**Run 1: floorplan with the power grid**

Pins as bars on the die edge.
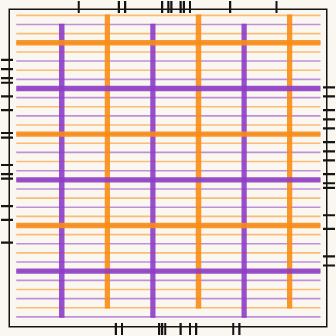
**Run 1: cell classes on the final placement**

Scale bar: 20 um.
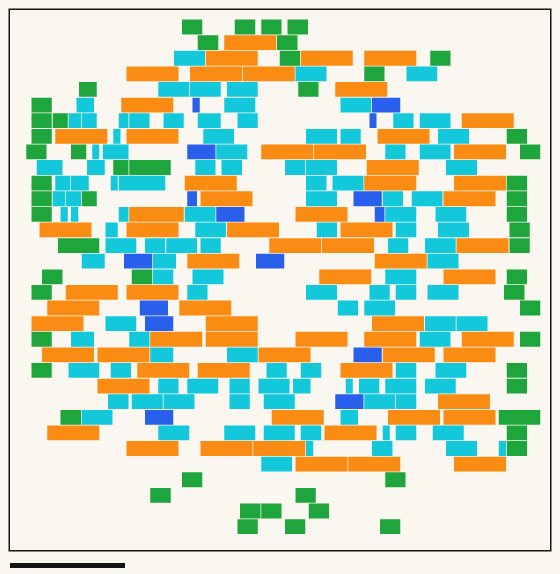
**Run 1: clock network drawn from the DEF**

Scale bar: 20 um.
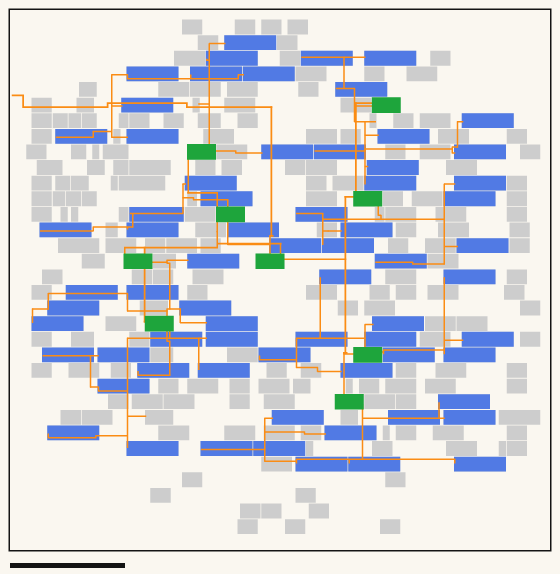
--- config.mk ---
export PLATFORM = sky130hd
export DESIGN_NAME = ptp_assembler
export DESIGN_NICKNAME = d
export VERILOG_FILES = /design/src/rtl/ptp_assembler.sv
export SDC_FILE = /design/constraint.sdc
export NUM_CORES = 1
export LEC_CHECK = 0
export CAP_MARGIN = 20
export CORE_MARGIN = 1.5
export CORE_UTILIZATION = 39
export DETAILED_ROUTE_END_ITERATION = 12
export PLACE_DENSITY = 0.71
export SETUP_SLACK_MARGIN = 0.02
export SKIP_LAST_GASP = 1
export SLEW_MARGIN = 20
export SYNTH_ARGS = -nofsm -noshare
export SYNTH_HDL_FRONTEND = slang
export SYNTH_SLANG_ARGS = --single-unit
export TNS_END_PERCENT = 5
--- constraint.sdc ---
create_clock -name clk_i -period 3.55 [get_ports clk_i]
set_clock_uncertainty 0.2 [all_clocks]
set_input_delay 1.065 -clock clk_i [delete_from_list [all_inputs] [get_ports clk_i]]
set_output_delay 1.065 -clock clk_i [all_outputs]
set_load 0.02 [all_outputs]
--- src/rtl/ptp_assembler.sv ---
// Packs IN_W-bit chunks into OUT_W-bit words, per-word chunk order, double-buffered output.
// Latency: a word is visible on the cycle after its final chunk is accepted.
// Backpressure: only the final chunk of a word stalls while the held word is unconsumed.
module ptp_assembler #(
    parameter int IN_W  = 8,
    parameter int OUT_W = 32,
    parameter int N     = OUT_W / IN_W,
    parameter int CW    = $clog2(N)
) (
    input  logic             clk_i,
    input  logic             reset_i,
    input  logic             clear_i,
    input  logic             msb_first_i,
    input  logic             in_valid_i,
    input  logic [IN_W-1:0]  in_data_i,
    output logic             in_ready_o,
    output logic             out_valid_o,
    output logic [OUT_W-1:0] out_data_o,
    input  logic             out_ready_i,
    output logic [CW-1:0]    count_o
);

    generate
        if (N < 2 || N * IN_W != OUT_W) begin : g_bad_param
            $error("ptp_assembler: OUT_W must be a multiple of IN_W with N >= 2");
        end
    endgenerate

    logic [OUT_W-1:0] acc_dat;
    logic [OUT_W-1:0] acc_nxt;
    logic [CW-1:0]    cnt;
    logic             mode_q;
    logic             cur_msb;
    logic             last_chunk;
    logic             accept;
    logic             out_vld_q;
    logic [OUT_W-1:0] out_dat_q;

    assign last_chunk = (cnt == CW'(N - 1));
    assign in_ready_o = ~clear_i & ~(last_chunk & out_vld_q & ~out_ready_i);
    assign accept     = in_valid_i & in_ready_o;

    // The first chunk of a word takes the live order input; later chunks use the latched copy.
    assign cur_msb = (cnt == '0) ? msb_first_i : mode_q;

    always_comb begin
        acc_nxt = acc_dat;
        if (cur_msb) begin
            acc_nxt = {acc_dat[OUT_W-IN_W-1:0], in_data_i};
        end else begin
            acc_nxt = {in_data_i, acc_dat[OUT_W-1:IN_W]};
        end
    end

    always_ff @(posedge clk_i or posedge reset_i) begin
        if (reset_i) begin
            acc_dat <= '0;
            cnt     <= '0;
            mode_q  <= 1'b1;
        end else if (clear_i) begin
            acc_dat <= '0;
            cnt     <= '0;
        end else if (accept) begin
            if (cnt == '0) begin
                mode_q <= msb_first_i;
            end
            if (last_chunk) begin
                acc_dat <= '0;
                cnt     <= '0;
            end else begin
                acc_dat <= acc_nxt;
                cnt     <= cnt + CW'(1);
            end
        end
    end

    // Completion wins over consume so a word finishing on the consume edge leaves no bubble.
    always_ff @(posedge clk_i or posedge reset_i) begin
        if (reset_i) begin
            out_vld_q <= 1'b0;
            out_dat_q <= '0;
        end else if (accept && last_chunk) begin
            out_vld_q <= 1'b1;
            out_dat_q <= acc_nxt;
        end else if (out_ready_i) begin
            out_vld_q <= 1'b0;
        end
    end

    assign out_valid_o = out_vld_q;
    assign out_data_o  = out_dat_q;
    assign count_o     = cnt;

endmodule
==> results.sh, run 1 <==
# yosys + openroad results
export IMPL_finalClockPeriodUsage_pct=94.9
export IMPL_topCombFamilyByArea="multiplexers"
export IMPL_ys_cells=205
export IMPL_crit_chain="clkdlybuf4s50_1, nand3b_1, nor2b_1, dlygate4sd2_1"
export IMPL_aoi_share_pct=11.3
export IMPL_xor_area_share_pct=0
export IMPL_place_inst=349
export IMPL_busiest_layer="met2"
export IMPL_dp_hpwl_um=3680
export IMPL_switching_share_pct=25.9
export IMPL_reg2reg_from="count_o[0]"
export IMPL_power_leakage_nw=1.81
export IMPL_status="finished, final reports clean"
export IMPL_mux_area_share_pct=29.2
export IMPL_antenna_found_initial=0
export IMPL_cp_top_family="buffers and inverters"
export IMPL_viasPerCell=5.25
export IMPL_syn_mean_instance_area_um2=15.8
export IMPL_cp_endpoint="in_ready_o"
export IMPL_diodes=0
export IMPL_topCellsByArea="dfrtp_1 (52%), mux2_4 (26%), a32o_1 (9.3%), buf_6 (2.8%), mux2_2 (1.7%)"
export IMPL_detail_route_wl_per_cell_um=16.5
export IMPL_worstSetupStartpointType="input port"
export IMPL_synth_simple_area_share_pct=1.51
export IMPL_yosysWarnings=0
export IMPL_whs_endpoint="acc_dat[1]"
export IMPL_netlist_area_um2=3240
export IMPL_adder_share_pct=0.773
export IMPL_min_from="acc_dat[1]"
export IMPL_synthTopCellsByCount="dfrtp_1 (67), mux2_4 (55), a32o_1 (30)"
export IMPL_cts_setup_buffers=0
export IMPL_fp_util_pct=39.8
export IMPL_async_flop_share_pct=100
export IMPL_rsz0062_at_grt="no"
export IMPL_fin_setup_tns_ns=0
export IMPL_synth_top_area_share_pct=51.8
export IMPL_worst_ep_required_time_ns=2.28
export IMPL_synth_cells=205
export IMPL_ys_area_um2=3240
export IMPL_powerComb_uw=337
export IMPL_cts_root_buf="clkbuf_8"
export IMPL_slew_limit_headroom_pct=31.6
export IMPL_r2r_end="out_data_o[31]"
export IMPL_pg_seq_uw=853
Back to the opening pictures, 'floorplan with the power grid':
orange -> VDD
purple -> VSS
met1 rails = 34
met4 straps = 6
rows = 33
met5 straps = 6
signal pins = 50
Die Ht: 94.1 um
Die Wd: 94.1 um
core area: 8130 um2
Peak VDD IR: 195 uV

Back to the opening pictures, 'cell classes on the final placement':
green -> other buffers and delay cells  # cells 56, share of their area 15%
orange -> flip-flops  # cells 68, share of their area 44%
cyan -> all other logic  # cells 120, share of their area 36%
blue -> clock drivers and dummy loads  # cells 15, share of their area 4.4%

Back to the opening pictures, 'clock network drawn from the DEF':
blue -> flip-flops  # count 68
orange -> clock wires  # length 840 um
green -> cells driving clock nets  # count 9
flops lie = spread over the die
routed clock nets = 10
Clk network pwr share: 31.8%
Power Clock: 554 uW

-- run 1: layer usage --
layer / part of all wire (%) / vias up / routed length [um]
met2: 46 / 51 / 2770
li1: - / 877 / -
met5: 0 / - / 0
met4: 1.3 / 0 / 78
met1: 48 / 975 / 2870
met3: 4.5 / 9 / 268
-- run 1: area by class of cell --
cell class | instances | area [um2] | share of cell area, %
well taps | 105 | 131 | 3.29
repair buffers | 56 | 579 | 14.5
multi-input cells | 114 | 1390 | 34.7
clock inverters | 2 | 10.0 | 0.251
clock buffers | 13 | 159 | 3.98
flip-flops and latches | 68 | 1700 | 42.7
inverters | 6 | 22.5 | 0.564
-- run 1: sequential cells by signal, indices dropped and copies added, names as in the netlist --
signal,cells
out_data_o,32
acc_dat,32
out_valid_o,1
count_o,2
mode_q,1
==> run 2: changes to the inputs <==
- clock period: 3.55 -> 3.24 ns (I/O delays scaled with it)
**Run 2: cell classes on the final placement**

Scale bar: 20 um.
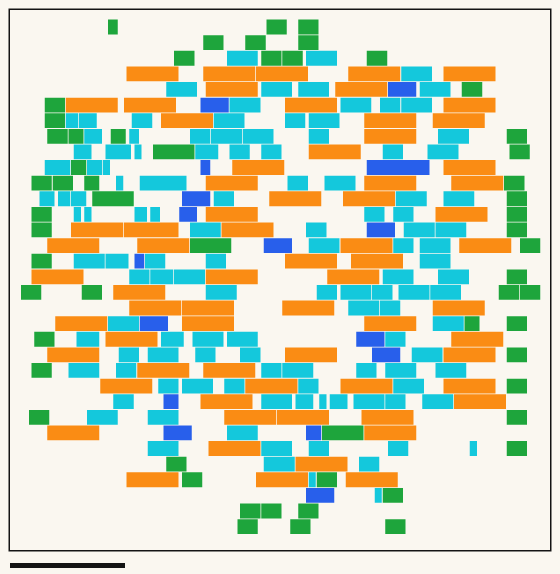
row cnt: 33
final core occ: 49.8%
fin area: 4050 um2
register share of the cell area: 42.1%

**Run 2: signal wires by layer**

Two of the layers only.
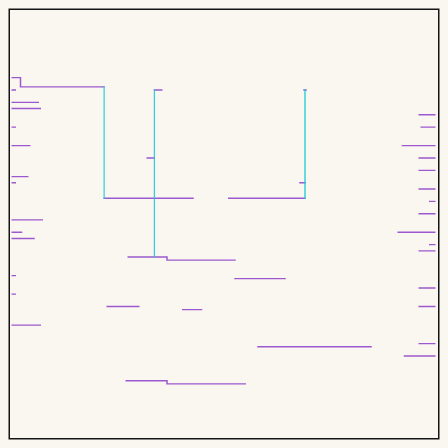
cyan -> met4  # wire length 85.0 um
purple -> met3  # wire length 262 um
via count: 1942
Tot GR Track Use: 15.4%
wire per inst: 16.6 um
drt total wl: 6110 um

==> results.sh, run 2 <==
# yosys + openroad results
export IMPL_xor_area_share_pct=0
export IMPL_syn_mean_instance_area_um2=15.8
export IMPL_power_leakage_nw=1.83
export IMPL_cts_setup_buffers=0
export IMPL_worstSetupStartpointType="input port"
export IMPL_worst_ep_required_time_ns=2.07
export IMPL_adder_share_pct=0.773
export IMPL_status="finished, final reports clean"
export IMPL_die_w_um=94.1
export IMPL_fin_setup_tns_ns=0
export IMPL_wl_met3_um=261
export IMPL_aoi_share_pct=11.3
export IMPL_antenna_found_initial=0
export IMPL_busiest_layer="met2"
export IMPL_ys_cells=205
export IMPL_async_flop_share_pct=100
export IMPL_top_layer="met4"
export IMPL_powerComb_uw=379
export IMPL_topCellsByArea="dfrtp_1 (52%), mux2_4 (26%), a32o_1 (9.3%), buf_6 (2.8%), mux2_2 (1.7%)"
export IMPL_synthTopCellsByCount="dfrtp_1 (67), mux2_4 (55), a32o_1 (30)"
export IMPL_synth_top_area_share_pct=51.8
export IMPL_ys_area_um2=3240
export IMPL_pg_seq_uw=934
export IMPL_ir_drop_uv=219
export IMPL_dp_hpwl_um=3910
export IMPL_coreArea_um2=8130
export IMPL_viasPerCell=5.29
export IMPL_netlist_area_um2=3240
export IMPL_place_inst=351
export IMPL_die_y_um=94.1
**Run 2: clock network drawn from the DEF**

Scale bar: 20 um.
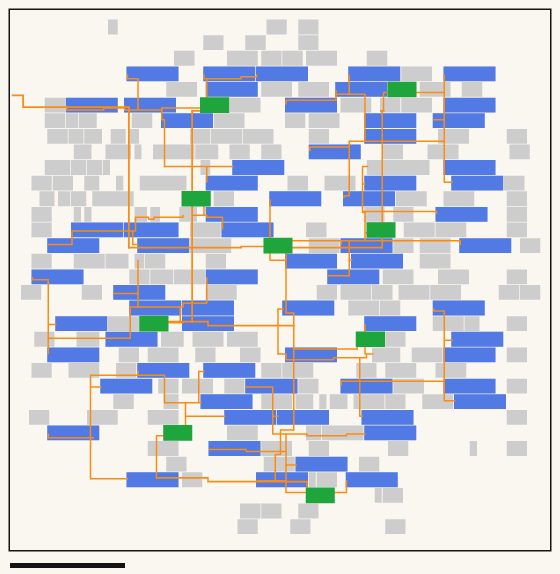
Latency at later pin: 0.35 ns
Clk network pwr share: 35.0%
Power Clock: 707 uW

-- run 2: worst paths after layout --
kind / cells past startpoint / slack (ns) / end / start
max: 4 / 0.19 / in_ready_o / out_ready_i
max in group asynchronous: 3 / 1.45 / acc_dat[5] / reset_i
min in group asynchronous: 2 / 0.81 / acc_dat[0] / reset_i
max reg2reg: 6 / 1.02 / out_data_o[30] / count_o[0]
min reg2reg: 1 / 0.29 / acc_dat[30] / acc_dat[30]
min: 1 / 0.29 / acc_dat[30] / acc_dat[30]
-- run 2: area by class of cell --
class                           instances  area, um2  share of cell area (%)
Sequential cell                        68       1700                    42.1
Clock inverter                          6       63.8                    1.58
Inverter                                6       22.5                   0.556
Tap cell                              105        131                    3.25
Timing Repair Buffer                   58        603                    14.9
Multi-Input combinational cell        114       1390                    34.3
Clock buffer                           10        138                    3.40
Power is estimated from default activity; no workload was simulated.
